### config.mk
export PLATFORM = sky130hd
export DESIGN_NAME = image_receiver
export DESIGN_NICKNAME = d
export VERILOG_FILES = /design/src/rtl/image_receiver.sv
export SDC_FILE = /design/constraint.sdc
export NUM_CORES = 1
export LEC_CHECK = 0
export CORE_MARGIN = 2
export CORE_UTILIZATION = 51
export DETAILED_ROUTE_END_ITERATION = 6
export HOLD_SLACK_MARGIN = 0.15
export PLACE_DENSITY = 0.86
export SLEW_MARGIN = 20
export SYNTH_ARGS = -nofsm -noshare
export SYNTH_HDL_FRONTEND = slang
export SYNTH_SLANG_ARGS = --single-unit
### constraint.sdc
create_clock -name clk -period 6.2 [get_ports clk]
set_clock_uncertainty 0.2 [all_clocks]
set_input_delay 1.86 -clock clk [delete_from_list [all_inputs] [get_ports clk]]
set_output_delay 1.86 -clock clk [all_outputs]
set_load 0.005 [all_outputs]
### src/rtl/image_receiver.sv
// Receive side of the UART pixel link: assembles 5-byte pixel records, checks the
// H/V bytes against local raster counters and emits pixels on a valid/ready port.
`timescale 1ns/1ps
module image_receiver #(
  parameter int WIDTH   = 640,
  parameter int HEIGHT  = 480,
  parameter int TIMEOUT = 50000
) (
  input  logic                      clk,
  input  logic                      rst,
  input  logic                      en,
  output logic                      rdy,
  output logic                      done,
  input  logic [7:0]                rx_data,
  input  logic                      rx_valid,
  output logic                      pix_valid,
  input  logic                      pix_ready,
  output logic [7:0]                pix_r,
  output logic [7:0]                pix_g,
  output logic [7:0]                pix_b,
  output logic [$clog2(WIDTH)-1:0]  pix_x,
  output logic [$clog2(HEIGHT)-1:0] pix_y,
  output logic                      sync_err,
  output logic                      overrun
);

  localparam int XW = $clog2(WIDTH);
  localparam int YW = $clog2(HEIGHT);
  localparam int TW = $clog2(TIMEOUT + 1);

  typedef enum logic [2:0] {
    RDY    = 3'h0,
    WAIT_R = 3'h1,
    WAIT_G = 3'h2,
    WAIT_B = 3'h3,
    WAIT_H = 3'h4,
    WAIT_V = 3'h5,
    EMIT   = 3'h6,
    DONE   = 3'h7
  } state_t;

  state_t          state_q, state_d;
  logic [XW-1:0]   x_q, x_d;
  logic [YW-1:0]   y_q, y_d;
  logic [7:0]      r_q, r_d, g_q, g_d, b_q, b_d, h_q, h_d;
  logic [TW-1:0]   tmo_q, tmo_d;
  logic            sync_err_q, sync_err_d;
  logic            overrun_q, overrun_d;
  logic            rdy_q, done_q, pix_valid_q;

  logic            tmo_hit_s, x_last_s, y_last_s, hv_match_s;

  assign tmo_hit_s  = (tmo_q == TW'(TIMEOUT - 1));
  assign x_last_s   = (x_q == XW'(WIDTH - 1));
  assign y_last_s   = (y_q == YW'(HEIGHT - 1));
  // Counters narrower than a byte are zero-extended; wider ones compare their low byte.
  assign hv_match_s = (h_q == 8'(x_q)) && (rx_data == 8'(y_q));

  // Next-state, record assembly, raster counters and sticky flags.
  always_comb begin
    state_d    = state_q;
    x_d        = x_q;
    y_d        = y_q;
    r_d        = r_q;
    g_d        = g_q;
    b_d        = b_q;
    h_d        = h_q;
    tmo_d      = TW'(0);
    sync_err_d = sync_err_q;
    overrun_d  = overrun_q;

    case (state_q)
      RDY: begin
        sync_err_d = 1'b0;
        overrun_d  = 1'b0;
        if (en) state_d = WAIT_R;
        else    state_d = RDY;
      end
      WAIT_R: begin
        if (!en) begin
          state_d = RDY;
        end else if (rx_valid) begin
          r_d     = rx_data;
          state_d = WAIT_G;
        end else begin
          state_d = WAIT_R;
        end
      end
      WAIT_G, WAIT_B, WAIT_H, WAIT_V: begin
        if (!en) begin
          state_d = RDY;
        end else if (rx_valid) begin
          case (state_q)
            WAIT_G: begin g_d = rx_data; state_d = WAIT_B; end
            WAIT_B: begin b_d = rx_data; state_d = WAIT_H; end
            WAIT_H: begin h_d = rx_data; state_d = WAIT_V; end
            WAIT_V: begin
              if (hv_match_s) begin
                state_d = EMIT;
              end else begin
                sync_err_d = 1'b1;
                state_d    = WAIT_R;
              end
            end
            default: state_d = RDY;
          endcase
        end else if (tmo_hit_s) begin
          sync_err_d = 1'b1;
          state_d    = WAIT_R;
        end else begin
          tmo_d = tmo_q + TW'(1);
        end
      end
      EMIT: begin
        if (!en) begin
          state_d = RDY;
        end else if (pix_ready) begin
          if (x_last_s) begin
            x_d = XW'(0);
            y_d = y_q + YW'(1);
          end else begin
            x_d = x_q + XW'(1);
          end
          if (x_last_s && y_last_s) begin
            state_d = DONE;
          end else if (rx_valid) begin
            r_d     = rx_data;
            state_d = WAIT_G;
          end else begin
            state_d = WAIT_R;
          end
        end else if (rx_valid) begin
          overrun_d = 1'b1;
        end else begin
          state_d = EMIT;
        end
      end
      DONE: begin
        if (!en) state_d = RDY;
        else     state_d = DONE;
      end
      default: state_d = RDY;
    endcase

    // Raster position restarts whenever capture drops back to idle.
    x_d = (state_d == RDY) ? XW'(0) : x_d;
    y_d = (state_d == RDY) ? YW'(0) : y_d;
  end

  // State, datapath and registered status outputs.
  always_ff @(posedge clk) begin
    if (rst) begin
      state_q     <= RDY;
      x_q         <= '0;
      y_q         <= '0;
      r_q         <= 8'h00;
      g_q         <= 8'h00;
      b_q         <= 8'h00;
      h_q         <= 8'h00;
      tmo_q       <= '0;
      sync_err_q  <= 1'b0;
      overrun_q   <= 1'b0;
      rdy_q       <= 1'b1;
      done_q      <= 1'b0;
      pix_valid_q <= 1'b0;
    end else begin
      state_q     <= state_d;
      x_q         <= x_d;
      y_q         <= y_d;
      r_q         <= r_d;
      g_q         <= g_d;
      b_q         <= b_d;
      h_q         <= h_d;
      tmo_q       <= tmo_d;
      sync_err_q  <= sync_err_d;
      overrun_q   <= overrun_d;
      rdy_q       <= (state_d == RDY);
      done_q      <= (state_d == DONE);
      pix_valid_q <= (state_d == EMIT);
    end
  end

  assign rdy       = rdy_q;
  assign done      = done_q;
  assign pix_valid = pix_valid_q;
  assign pix_r     = r_q;
  assign pix_g     = g_q;
  assign pix_b     = b_q;
  assign pix_x     = x_q;
  assign pix_y     = y_q;
  assign sync_err  = sync_err_q;
  assign overrun   = overrun_q;

endmodule

Figure 1. Routing congestion (run 1).
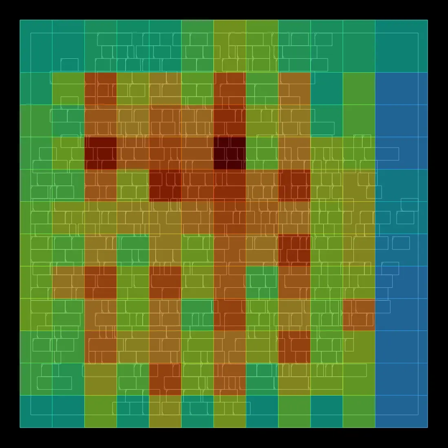
met1 GRT Util: 27.1%
most utilized layer in the global route result: met2

Figure 2. Met1 routing (run 1).
(4 px per um)
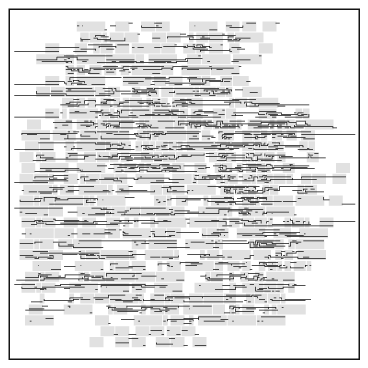
wire length on this layer	3520 um
share of all routed wire	43%
main direction	horizontal
nets with wire on the layer	422
longest straight run	24.4 um

==> summary.txt, run 1 <==
Results of the implementation run.

The critical path class is primary input to register. The detailed-route wire length per cell came out at 15.7 um. The count of multi-input gates came out at 278. The final core area utilization is 64.2%.

The DRC violation count after routing is 0. Per the TritonCTS log, the buffer count is 9. The multiplexer area fraction after synthesis came out at 9.38%. The top cell class by occupied area is combinational gates.

In the finished design the tool counted flip-flops and latches totalling 75. The setup TNS is 0 ps. The share of synthesized area occupied by flip-flops and latches is 42.6%. The number of flip-flops and latches in the synthesized netlist came out at 75. The final cycle utilization of the critical path is 69.2%.

The synthesis report lists the Yosys warning total as 0. The total power per unit cell area came out at 206 mW/mm2. The skew report gives the latency at the later pin of the worst-skew pair as 360 ps.

The clock tree from TritonCTS is built. The number of post-CTS setup repair buffers came out at 0. The total number of H-tree levels came out at 3.

Setup repair after global routing left no endpoint under its margin. The post-synth tally of flip-flops with integrated enable is 0. The critical path depth in cells is 7.

The number of different library cells in the post-synthesis netlist is 50. The layout summary lists the proportion of cells stronger than drive strength 1 as 6.15%. After clock tree synthesis, the flow added hold-fix buffers numbering 0.

The most common logic cells in the final layout are sky130_fd_sc_hd__dfxtp_1, sky130_fd_sc_hd__clkdlybuf4s50_1, sky130_fd_sc_hd__nor2_1. The cell area reported after detailed placement is 0.00415 mm2. The count of input and output buffers came out at 60. The remaining antenna violation count is 0.

The die span in y came out at 87.1 um. The flow ran to the end, and the final reports show no timing, DRC or antenna violations. The synthesis report names the predominant flop master as sky130_fd_sc_hd__dfxtp_1.

After routing the design area is 0.00434 mm2. The register with the most flip-flops in the layout has 16 of them. The total buffers and inverters traversed by the critical path came out at 1.

The count of plain and timing-repair buffers came out at 63. The number of clock buffer instances in the layout came out at 9. The number of ports placed on the die boundary came out at 61.

The worst-case vdd ir drop is 0.172 mV. RePlAce ended its routability-driven mode at a weighted congestion of 0.947. The tapcell count came out at 80. The via count of the first global-routing pass is 2780.

The upper clock frequency limit is 233 MHz. Data on the critical path is required at its endpoint by 6260 ps. The detailed-routing iteration count for the pre-antenna-repair pass came out at 5. The critical register-to-register path endpoint is pix_y[6]. Per STA, the highest per-stage delay on the worst path measures 690 ps.

The fraction of registers with async set/reset came out at 0%.
Figure 3. The metal 2 layer (run 1).
(6 px per um)
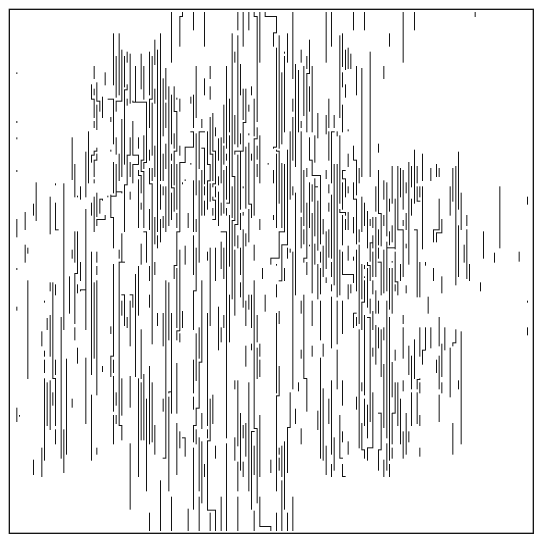
main direction	vertical
share of all routed wire	49%
nets with wire on the layer	388
Vias: 3010
met2 routing resource usage after global routing: 36.1%

-- run 1: layer usage --
metal	wire length [um]	up-vias	share of wire, %	track usage [%]
met3	477	15	5.8	7.58
met2	4030	106	49	36.1
met4	139	0	1.7	7.27
met5	0	-	0	0
li1	-	1467	-	-
met1	3520	1422	43	27.1
-- run 1: power breakdown --
group | leakage (nW) | switching [mW] | internal, mW
Sequential | 0.605 | 0.00402 | 0.484
Clock | 0.0936 | 0.200 | 0.153
Combinational | 0.968 | 0.0302 | 0.0224
-- run 1: cells in the mapped netlist (3+ instances only) --
cell type                   n  area share (%)
sky130_fd_sc_hd__a21oi_1    9             1.3
sky130_fd_sc_hd__a311oi_1   4            0.99
sky130_fd_sc_hd__a31oi_1   14             2.5
sky130_fd_sc_hd__a32oi_1    3            0.75
sky130_fd_sc_hd__and2_1     5            0.89
sky130_fd_sc_hd__and3_1    15             2.7
sky130_fd_sc_hd__buf_2      7            0.99
sky130_fd_sc_hd__clkbuf_1  11             1.2
sky130_fd_sc_hd__dfxtp_1   75              43
sky130_fd_sc_hd__ha_1       4             1.4
sky130_fd_sc_hd__inv_1      7            0.75
sky130_fd_sc_hd__mux2i_1   33             9.4
sky130_fd_sc_hd__nand2_1   12             1.3
sky130_fd_sc_hd__nand3_1   17             2.4
sky130_fd_sc_hd__nand3b_1   3            0.64
sky130_fd_sc_hd__nand4_1    9             1.6
sky130_fd_sc_hd__nor2_1    53             5.6
sky130_fd_sc_hd__nor3_1     7            0.99
sky130_fd_sc_hd__nor4_1     7             1.2
sky130_fd_sc_hd__o21ai_0    4            0.57
sky130_fd_sc_hd__xnor2_1   14             3.5
sky130_fd_sc_hd__xor2_1    31             7.7
==> run 1 -> run 2 <==
- clock period: 6.2 -> 4.15 ns (I/O delays scaled with it)
==> summary.txt, run 2 <==
Results of the implementation run.

The critical path is of the primary input to register type. The count of input and output buffers was 60 (unchanged). met2 is the most crowded layer. The largest stage delay on the critical path came to 620 ps (-70 ps). The detailed-routing iteration count for the pre-antenna-repair pass is 5 (unchanged). The remaining antenna violation count is 0 (unchanged). The via count of the first global-routing pass came out at 2862 (+2.9%). The fraction of registers with async set/reset was 0% (unchanged).

The flip-flop count of the largest register, all copies and words added is 16 (unchanged). The synthesized netlist cell count came out at 380. The final cycle utilization of the critical path is 85.0%.

The data required time at the worst endpoint is 4190 ps (-2070 ps). The total power per unit cell area is 299 mW/mm2 (+45%). sky130_fd_sc_hd__dfxtp_1 is the most common cell in the netlist. The number of buffers added by the clock tree synthesis step was 9 (unchanged). The fraction of layout cells with a size suffix above 1 came out at 6.56% (+0.41 points). The largest total area in the synthesized netlist belongs to sky130_fd_sc_hd__dfxtp_1. Setup repair after global routing left no endpoint under its margin. The total via count in the routed design is 3093 (+2.8%). The met1 global-route usage came to 27.2% (+0.15 points).

Global routing used 22.3% of the available tracks. The setup TNS came out at 0 ps (unchanged). The worst-case vdd ir drop came to 0.230 mV (+33%). The total number of H-tree levels came out at 3 (unchanged).

The placer's final routability congestion estimate came to 0.974 (+2.9%). Ranking logic cells in the layout by count gives the top entries sky130_fd_sc_hd__dfxtp_1, sky130_fd_sc_hd__clkdlybuf4s50_1, sky130_fd_sc_hd__nor2_1. The number of ports placed on the die boundary is 61 (unchanged). The global-route track usage on met2 came out at 37.3% (+1.2 points).

The number of flip-flops and latches in the synthesized netlist came out at 75 (unchanged). The number of hold buffers added after CTS was 0 (unchanged). The fraction of met3 tracks used by global routing came out at 7.39% (-0.19 points). The number of warning messages in the yosys log came to 0 (unchanged). After the last flow step, the layout net total stands at 454. The die span in y came out at 87.1 um (unchanged). The run finished with clean final reports. The number of filler cells placed in the layout is 547.

Sorting the synthesized cells by area gives the leading types as sky130_fd_sc_hd__dfxtp_1, sky130_fd_sc_hd__mux2i_1, sky130_fd_sc_hd__xor2_1, sky130_fd_sc_hd__nor2_1, sky130_fd_sc_hd__xnor2_1. The detailed route wirelength on metal3 was 585 um (+23%). The met2 wire length came out at 4230 um (+4.8%). The upper clock frequency limit is 284 MHz. The DRC violation count after routing came out at 0 (unchanged). The share of synthesized area occupied by flip-flops and latches came out at 42.6% (unchanged).

The critical path capture point type is a register. The clock latency on the worst-skew pair came out at 350 ps (about the same). TritonCTS built the clock tree. Per the synth stats, the flop cell with the highest instance count is sky130_fd_sc_hd__dfxtp_1. The routed length on met1 is 3420 um (-2.7%). The number of post-CTS setup repair buffers was 0 (unchanged).
[run 2: cell count changes in the layout (fill, tap and decap cells not counted), sizes merged]
| cell | change |
|---|---|
| buf | +3 |
| inv | -2 |
| clkbuf | +1 |
| clkinv | +1 |
[run 2: logic make-up after synthesis]
logic type | synth area share, %
AND-OR/OR-AND | 9.24
adder cells (fa/ha/maj) | 1.42
buffers and inverters | 3.45
XOR/XNOR | 11.2
multiplexers | 9.38
flip-flops | 42.6
AND/OR/NAND/NOR | 22.7
[run 2: power breakdown]
group	total, mW	switching, mW	leakage [nW]	internal, mW
sequential	0.729	0.00570	0.605	0.724
clock	0.489	0.272	0.0864	0.217
combinational	0.0804	0.0456	0.983	0.0348
total	1.30	0.323	1.67	0.975
[run 2: worst max-delay path, delay by kind of cell]
kind	cells	cell delay, ps
buffers and inverters	1	620
AND/OR/NAND/NOR	1	170
AND-OR/OR-AND	4	1530
[run 2: worst paths after layout]
| path | start | end | slack (ps) | depth (start not counted) |
|---|---|---|---|---|
| max | rx_valid | pix_x[7] | 620 | 6 |
| min | tmo_q[0] | tmo_q[0] | 260 | 1 |
| max reg2reg | state_q[1] | pix_x[7] | 1060 | 7 |
| min reg2reg | tmo_q[0] | tmo_q[0] | 260 | 1 |
[run 2: final cells by class]
cell class	count	share of cell area [%]
Multi-Input combinational cell	278	43.8
Sequential cell	75	34.6
Timing Repair Buffer	66	14.9
Clock buffer	10	2.94
Tap cell	80	2.31
Clock inverter	6	0.922
Inverter	7	0.605
[run 2: metrics by stage]
stage / cell area [um2] / worst slack [ps] / power [mW]
detailed placement: 4170 / 376 / 0.825
global route: 4340 / 474 / 1.34
floorplan: 3520 / 1090 / 0.792
CTS: 4340 / 676 / 1.30
global placement: 4170 / 451 / 0.824
finish: 4340 / 624 / 1.30
Figure 4. M4 wires (run 2).
(3 px per um)
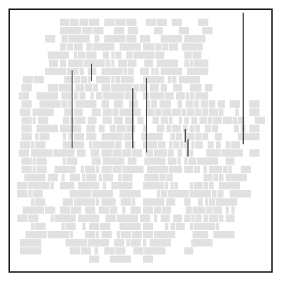
wire length on this layer	129 um
share of all routed wire	1.5%

Figure 5. Signal wires on met3 (run 2).
(3 px per um)
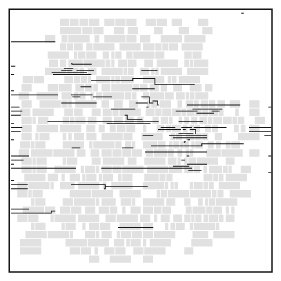
longest straight run	36.8 um
share of all routed wire	7.0%
nets with wire on the layer	65
main direction	horizontal
wire length on this layer	586 um

Power is estimated from default activity; no workload was simulated.
